## src/rtl/stopwatch_if.sv

```systemverilog
// stopwatch_if: debounced button levels in, BCD display and status out.
interface stopwatch_if;
    logic       btn_start_stop;
    logic       btn_lap;
    logic       btn_clear;
    logic [7:0] disp_min;
    logic [7:0] disp_sec;
    logic [7:0] disp_cs;
    logic [1:0] state;
    logic       running;
    logic       tick;
    logic       wrap;

    modport master (
        output btn_start_stop, btn_lap, btn_clear,
        input  disp_min, disp_sec, disp_cs, state, running, tick, wrap
    );

    modport slave (
        input  btn_start_stop, btn_lap, btn_clear,
        output disp_min, disp_sec, disp_cs, state, running, tick, wrap
    );
endinterface

```

## src/rtl/stopwatch_ctrl.sv

```systemverilog
// stopwatch_ctrl: start/stop/lap/clear sequencer with a centisecond tick enable
// and a BCD mm:ss.cc count; all outputs come straight from flops.
module stopwatch_ctrl #(
    parameter int TICK_DIV = 500000
) (
    input logic        clock_in,
    input logic        rst_n,
    stopwatch_if.slave sw
);
    typedef enum logic [1:0] {IDLE, RUN, LAP, PAUSE} state_t;
    localparam int PW = $clog2(TICK_DIV);

    state_t        st, st_nx;
    logic [2:0]    s1, s2, prev, ev;
    logic [PW-1:0] pre, pre_nx;
    logic [7:0]    cnt_min, cnt_sec, cnt_cs, min_nx, sec_nx, cs_nx;
    logic [7:0]    lap_min, lap_sec, lap_cs, lmin_nx, lsec_nx, lcs_nx;
    logic          active, term, cs_c, sec_c, min_c, clr, load;

    function automatic logic [7:0] bcd_inc(input logic [7:0] v, input logic [7:0] top);
        return v == top ? 8'h00 : v[3:0] == 4'h9 ? {v[7:4] + 4'h1, 4'h0} : v + 8'h01;
    endfunction

    // ev bits: {clear, start_stop, lap}, one cycle per press
    assign ev = s2 & ~prev;
    assign sw.state = st;

    always_comb begin
        active  = st == RUN || st == LAP;
        term    = active && pre == PW'(TICK_DIV - 1);
        cs_c    = cnt_cs == 8'h99;
        sec_c   = cs_c && cnt_sec == 8'h59;
        min_c   = sec_c && cnt_min == 8'h99;
        st_nx   = st == IDLE  ? (ev[1] ? RUN : IDLE) :
                  st == PAUSE ? (ev[2] ? IDLE : ev[1] ? RUN : PAUSE) :
                  ev[1] ? PAUSE : ev[0] ? (st == RUN ? LAP : RUN) : st;
        clr     = st == PAUSE && ev[2];
        load    = st == RUN && st_nx == LAP;
        pre_nx  = clr || term ? '0 : active ? pre + PW'(1) : pre;
        cs_nx   = clr ? 8'h00 : term ? bcd_inc(cnt_cs, 8'h99) : cnt_cs;
        sec_nx  = clr ? 8'h00 : term && cs_c ? bcd_inc(cnt_sec, 8'h59) : cnt_sec;
        min_nx  = clr ? 8'h00 : term && sec_c ? bcd_inc(cnt_min, 8'h99) : cnt_min;
        // snapshot takes the post-edge count, so a tick on the lap edge is included
        lcs_nx  = clr ? 8'h00 : load ? cs_nx : lap_cs;
        lsec_nx = clr ? 8'h00 : load ? sec_nx : lap_sec;
        lmin_nx = clr ? 8'h00 : load ? min_nx : lap_min;
    end

    always_ff @(posedge clock_in or negedge rst_n) begin
        if (!rst_n) begin
            s1          <= '0;
            s2          <= '0;
            prev        <= '0;
            st          <= IDLE;
            pre         <= '0;
            cnt_min     <= '0;
            cnt_sec     <= '0;
            cnt_cs      <= '0;
            lap_min     <= '0;
            lap_sec     <= '0;
            lap_cs      <= '0;
            sw.disp_min <= '0;
            sw.disp_sec <= '0;
            sw.disp_cs  <= '0;
            sw.running  <= 1'b0;
            sw.tick     <= 1'b0;
            sw.wrap     <= 1'b0;
        end else begin
            s1          <= {sw.btn_clear, sw.btn_start_stop, sw.btn_lap};
            s2          <= s1;
            prev        <= s2;
            st          <= st_nx;
            pre         <= pre_nx;
            cnt_min     <= min_nx;
            cnt_sec     <= sec_nx;
            cnt_cs      <= cs_nx;
            lap_min     <= lmin_nx;
            lap_sec     <= lsec_nx;
            lap_cs      <= lcs_nx;
            sw.disp_min <= st_nx == LAP ? lmin_nx : min_nx;
            sw.disp_sec <= st_nx == LAP ? lsec_nx : sec_nx;
            sw.disp_cs  <= st_nx == LAP ? lcs_nx : cs_nx;
            sw.running  <= st_nx == RUN || st_nx == LAP;
            sw.tick     <= term;
            sw.wrap     <= term && min_c;
        end
    end
endmodule

```

## src/flat_wrapper.sv

```systemverilog
// flat-port wrapper written by rule: the top's interface ports become plain ports
module stopwatch_ctrl_flat 
#(
    parameter int TICK_DIV = 500000
)
  (clock_in, rst_n, sw_btn_start_stop, sw_btn_lap, sw_btn_clear, sw_disp_min, sw_disp_sec, sw_disp_cs, sw_state, sw_running, sw_tick, sw_wrap);
  stopwatch_if sw_i ();
  input logic clock_in;
  input logic rst_n;
  input wire logic [$bits(sw_i.btn_start_stop)-1:0] sw_btn_start_stop;
  input wire logic [$bits(sw_i.btn_lap)-1:0] sw_btn_lap;
  input wire logic [$bits(sw_i.btn_clear)-1:0] sw_btn_clear;
  output wire logic [$bits(sw_i.disp_min)-1:0] sw_disp_min;
  output wire logic [$bits(sw_i.disp_sec)-1:0] sw_disp_sec;
  output wire logic [$bits(sw_i.disp_cs)-1:0] sw_disp_cs;
  output wire logic [$bits(sw_i.state)-1:0] sw_state;
  output wire logic [$bits(sw_i.running)-1:0] sw_running;
  output wire logic [$bits(sw_i.tick)-1:0] sw_tick;
  output wire logic [$bits(sw_i.wrap)-1:0] sw_wrap;
  assign sw_i.btn_start_stop = sw_btn_start_stop;
  assign sw_i.btn_lap = sw_btn_lap;
  assign sw_i.btn_clear = sw_btn_clear;
  assign sw_disp_min = sw_i.disp_min;
  assign sw_disp_sec = sw_i.disp_sec;
  assign sw_disp_cs = sw_i.disp_cs;
  assign sw_state = sw_i.state;
  assign sw_running = sw_i.running;
  assign sw_tick = sw_i.tick;
  assign sw_wrap = sw_i.wrap;
  stopwatch_ctrl #(.TICK_DIV(TICK_DIV)) u_core (.clock_in(clock_in), .rst_n(rst_n), .sw(sw_i));
endmodule
```

## config.mk

```make
export PLATFORM = sky130hd
export DESIGN_NAME = stopwatch_ctrl_flat
export DESIGN_NICKNAME = d
export VERILOG_FILES = /design/src/rtl/stopwatch_if.sv /design/src/rtl/stopwatch_ctrl.sv /design/src/flat_wrapper.sv
export SDC_FILE = /design/constraint.sdc
export NUM_CORES = 1
export LEC_CHECK = 0
export CORE_MARGIN = 1
export CORE_UTILIZATION = 41
export DETAILED_ROUTE_END_ITERATION = 10
export PLACE_DENSITY = 0.66
export SLEW_MARGIN = 30
export SYNTH_ARGS = -nofsm -noshare
export SYNTH_HDL_FRONTEND = slang
export SYNTH_SLANG_ARGS = --single-unit
export TNS_END_PERCENT = 30
```

## constraint.sdc

```tcl
create_clock -name clock_in -period 4.75 [get_ports clock_in]
set_input_delay 1.425 -clock clock_in [delete_from_list [all_inputs] [get_ports clock_in]]
set_output_delay 1.425 -clock clock_in [all_outputs]
set_load 0.005 [all_outputs]
```

Figure 1. Nets reached from selected ports.
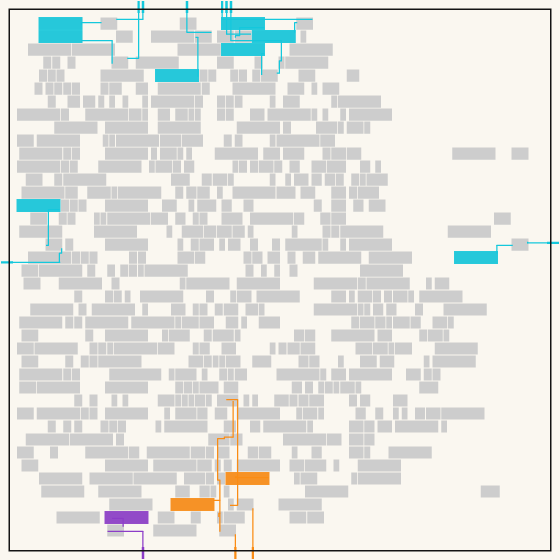
sw_state: shown in orange, bits 2, direction output, end cells 2, buffers 2, wire 77.8 um. sw_disp_min: shown in cyan, bits 8, direction output, end cells 8, buffers 8, wire 155 um. sw_btn_lap: shown in purple, bits 1, direction input, end cells 1, buffers 1, wire 14.9 um.
# IOs: 34
I/O Buffers: 33

==> results.txt <==
fresh numbers from the pnr run: full die area 12800 um^2, tally of OpenROAD warnings 34, period utilization 63.7%, outcome complete, no violations, count of final setup violators 0, Syn Nets 532, Hold EP u_core.s2[2], remaining antenna violation count after routing 0, DP HPWL 7380 um, flop2flop setup slack 1.72 ns, PD cells 459 nW/um^2, post-synth cell types 55, Worst Path Arrival 3.29 ns, first-pass GRT wire length 18900 um, CTS root buffer clkbuf_16, initial antenna violation count 0, Worst Setup End Kind register, crit path time final 3.03 ns, post-place instance area 5500 um^2, Slowest-stage cell, CP a2111oi_0, Setup Buffers After CTS 0, Gate Count Post-Synth 510, Layout Nets 554, post-route setup TNS 0 ns, All-Layer GR Usage 18.8%, r2r worst-path depth 11, H-tree depth 3, Clock Tree Buf Depth 2, Hold Path Class reg -> reg, Power, Total 2.67 mW, reg2reg start u_core.sw.state[1], syn_area_per_cell 9.90 um^2, cell count after placement 668, Max Clk Rate 330 MHz, # DRC 0, Iter 0 DRT Violations 218, Syn. warnings 0, num rows 40, diode count 0, Post-Layout Cell Count 684, fp util 42.1%, clock sink total 105, GP Congestion 0.829, YS chip area 5050 um^2, Die H 113 um
Figure 2. Cell sizes after repair.
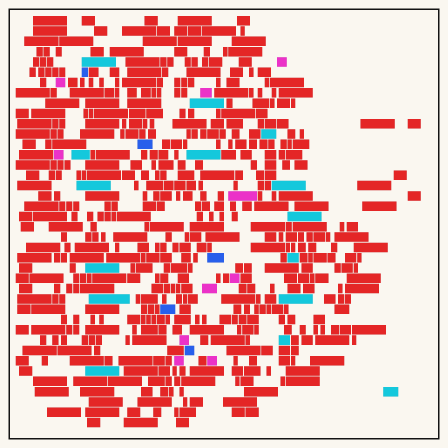
x6 and larger: shown in cyan, cells 15, share 2.8%. x2: shown in blue, cells 5, share 0.93%. x1 and smaller: shown in red, cells 507, share 94%. x3 and x4: shown in magenta, cells 10, share 1.9%.
bufs w/o clock: 40
Final WS setup: 1.72 ns

==> placed cells by master (no fill, tap or decap), types with 3 or more instances in the layout <==
cell	n
xor2_1	8
nand3b_1	3
clkdlybuf4s50_1	32
and3_1	9
clkbuf_16	9
nor3_1	7
and4b_1	3
nor2_1	70
o2111ai_1	6
nand2_1	21
inv_1	15
and3b_1	6
a31oi_1	5
and4_1	7
nor4_1	7
a211oi_1	7
xnor2_1	8
nor4b_1	3
a21oi_1	54
ha_1	17
o31ai_1	3
nor2b_1	4
dfrtp_1	105
nand3_1	16
buf_4	7
o21ai_0	44
mux2i_1	13
nand4_1	6
==> flip-flops by register name, summed over array words and instances (netlist names) <==
name	flops
u_core.sw.disp_min	8
u_core.s2	3
u_core.sw.running	1
u_core.cnt_cs	8
u_core.cnt_min	8
u_core.sw.tick	1
u_core.pre	19
u_core.sw.disp_cs	8
u_core.s1	3
u_core.sw.wrap	1
u_core.sw.disp_sec	8
u_core.lap_min	8
u_core.lap_sec	8
u_core.prev	3
u_core.cnt_sec	8
u_core.lap_cs	8
u_core.sw.state	2
==> Yosys cell counts, drive strengths merged (4+ instances only) <==
master   number  share of area (%)
nand4         7               0.99
and3b         6                1.0
o21ai        45                4.5
o2111ai       6                1.0
and2          4               0.50
nor2b         4               0.50
xor2          8                1.4
a31oi         5               0.62
ha           17                4.2
and3          9                1.1
and4          7                1.2
nand2        21                1.6
xnor2         8                1.4
nor4          8                1.3
a21oi        54                5.4
a211oi        7                1.0
inv          15                1.1
clkbuf       23                1.7
nor3          7               0.69
buf           6               0.67
dfrtp       105                 52
nand3        16                1.6
nor2         71                5.4
mux2i        13                2.6
==> power breakdown <==
| part | internal (mW) | switching, mW | total (mW) |
|---|---|---|---|
| Sequential | 1.08 | 0.0911 | 1.17 |
| Clock | 0.431 | 0.340 | 0.771 |
| Combinational | 0.340 | 0.384 | 0.723 |
| Total | 1.85 | 0.815 | 2.67 |
==> cell families after synthesis <==
family	count (synthesis)	synth area share [%]
flip-flops	105	52.0
AND-OR/OR-AND	136	15.7
AND/OR/NAND/NOR	177	18.8
multiplexers	15	3.02
buffers and inverters	44	3.49
XOR/XNOR	16	2.77
adder cells (fa/ha/maj)	17	4.21
==> worst reg2reg max path: stages, from the launching register on <==
cell and delay, ns:
dfrtp_1 0.41, inv_1 0.11, ha_1 0.23, nand2_1 0.08, o21ai_0 0.09, nor3_1 0.06
a2111oi_0 0.56, ha_1 0.33, and2_2 0.55, buf_4 0.26, o21ai_0 0.09, a21oi_1 0.18
==> area by class of cell <==
class	count	area, um^2	share of cell area (%)
clock inverters	6	72.6	1.25
flip-flops and latches	105	2630	45.2
well taps	147	184	3.16
repair buffers	40	384	6.61
inverters	15	56.3	0.969
multi-input cells	361	2250	38.7
clock buffers	10	239	4.11
==> metal layers <==
layer	global-route usage, %	wire length, um	vias up
met5	0	0	-
met4	7.72	202	0
met3	2.95	325	16
met2	29.1	5080	77
met1	26.7	5470	1901
li1	-	-	1860
Power figures rest on the tool's default switching activity, not on a simulated workload.
